**A small window of the routed layout**

Window x 31 to 61, y 13 to 43 um. Cells in gray, sequential cells in the stronger gray; small squares are vias.
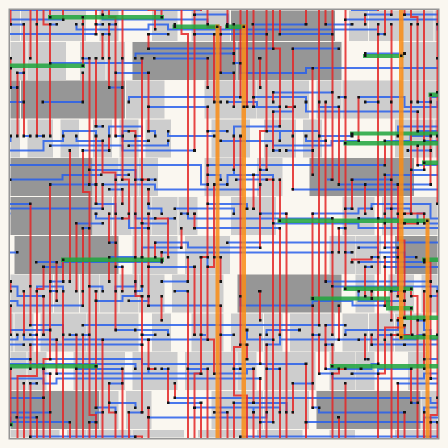
**Signal wires on met4**

Drawn at 4 px/um. Supply wires on this layer in gray.
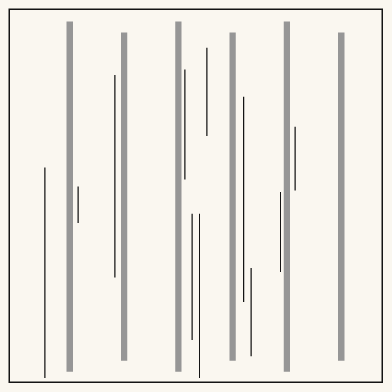
Design pc_reg_redirect, sky130hd; sources not shown.
==> reports/results.txt <==
DRT Pass-1 Iters = 5
Chip Width = 92.9 um
Worst Setup End Kind = primary output
Final #Nets = 675
R2R cell count = 6
Total global routing overflow = 0
H-tree levels = 3
Worst IR Drop VDD = 0.248 mV
Ys flop type = dfxtp_1
N_diodes = 0
Syn avg cell area = 7.27 um^2
CP Cell Sequence = clkdlybuf4s50_1
Met3 WL = 961 um
Gate power share = 0.203
First-pass GRT wire length = 18.6 mm
GR Layer Usage met2 = 0.429
Yosys aoi share = 0.278
Final Hold Fails = 0
Core ar. = 0.00785 mm^2
Status = finished clean
Hold buffers post-CTS = 0
Fin crit share = 0.902
CTS tree = done
Synth Area in XOR/XNOR = 0.0118
Total tool warning count = 35
Seq/total area = 0.250
Worst EP arrival = 1820 ps
Slowest Stage Delay on Critical Path = 780 ps
WL met1 = 4.85 mm
Vias in the first global route = 3,848
Num ports = 109
Routed len/inst = 16.6 um
Pwr Total = 2.19 mW
Seq cells post-synth = 62
Antenna Violating Nets Remaining = 0
Dominant comb cell = simple AND/OR/NAND/NOR gates
Layout cells sized above 1 = 0.0781
Register area = 0.00124 mm^2
Met1 Use GR = 0.361
Internal = 1.57 mW
Startpoint Class = register
CP bufs+invs = 1
FP Util = 0.474
Notes on 'a small window of the routed layout' above:
[metal 4] orange
[metal 2] red
[metal 1] blue
[metal 3] green
sequential cells in the window: 11
cells with their middle in the window: 89
most frequent: nand2_1 (21), dfxtp_1 (11), o21ai_0 (8)

Notes on 'signal wires on met4' above:
nets with wire on the layer: 10
main direction: vertical
longest straight run: 52.4 um
share of all routed wire: 2.9%
wire length on this layer: 341 um
DRT Wirelength: 11.7 mm
via count: 4,236

-- power groups by stage --
stage          clock network (mW)  logic [mW]  registers, mW
2_1_floorplan                   0       0.192           1.06
3_3_place_gp                    0       0.427           1.03
6_report                    0.733       0.444           1.01
4_1_cts                     0.741       0.438           1.01
5_1_grt                     0.786       0.473           1.02
3_5_place_dp                    0       0.436           1.03
-- stage by stage --
step	hold slack [ps]	cell area [um^2]	utilization	instances
6_report	458	4960	0.632	704
5_1_grt	466	4960	0.632	704
4_1_cts	457	4960	0.632	704
3_5_place_dp	444	4800	0.612	691
3_3_place_gp	437	4800	0.612	691
2_1_floorplan	432	3720	-	513
-- cells in the final DEF, fill, tap and decap left out, types with 3 or more instances in the layout --
master and instances:
inv_1 7, nor2b_1 9, a32oi_1 4, a31oi_1 6, nand4_1 16, clkbuf_8 11, dfxtp_1 62, nand2_1 126
nand3b_1 7, a32o_1 5, nand3_1 10, o21ai_0 32, nor3_1 4, a22o_1 12, nand2b_1 7, xor2_1 5
nor4_1 5, or3b_1 3, and2_1 3, clkdlybuf4s50_1 95, or3_1 3, o2bb2ai_1 4, a22oi_1 5, conb_1 3
o21a_1 3, o21ai_1 10, mux2i_1 4, buf_4 17, a21oi_1 57, o31ai_1 4, and3_1 3, nor2_1 15
-- kinds of logic (layout without fill, tap and decap cells) --
group                      Yosys count  after routing
AOI/OAI and AO/OA                  164            164
xor gates and xnor gates             5              5
adders and majority gates            1              1
buffers and inverters               48            137
DFF                                 62             62
muxes                                4              4
other                                1              3
and+or+nand+nor                    226            226
-- tightest hold or removal path: cells and delay by family, from the launching register on --
family           cells  cell delay (ps)
flip-flops           1              310
AND-OR/OR-AND        1               50
AND/OR/NAND/NOR      1               50
Power figures rest on the tool's default switching activity, not on a simulated workload.
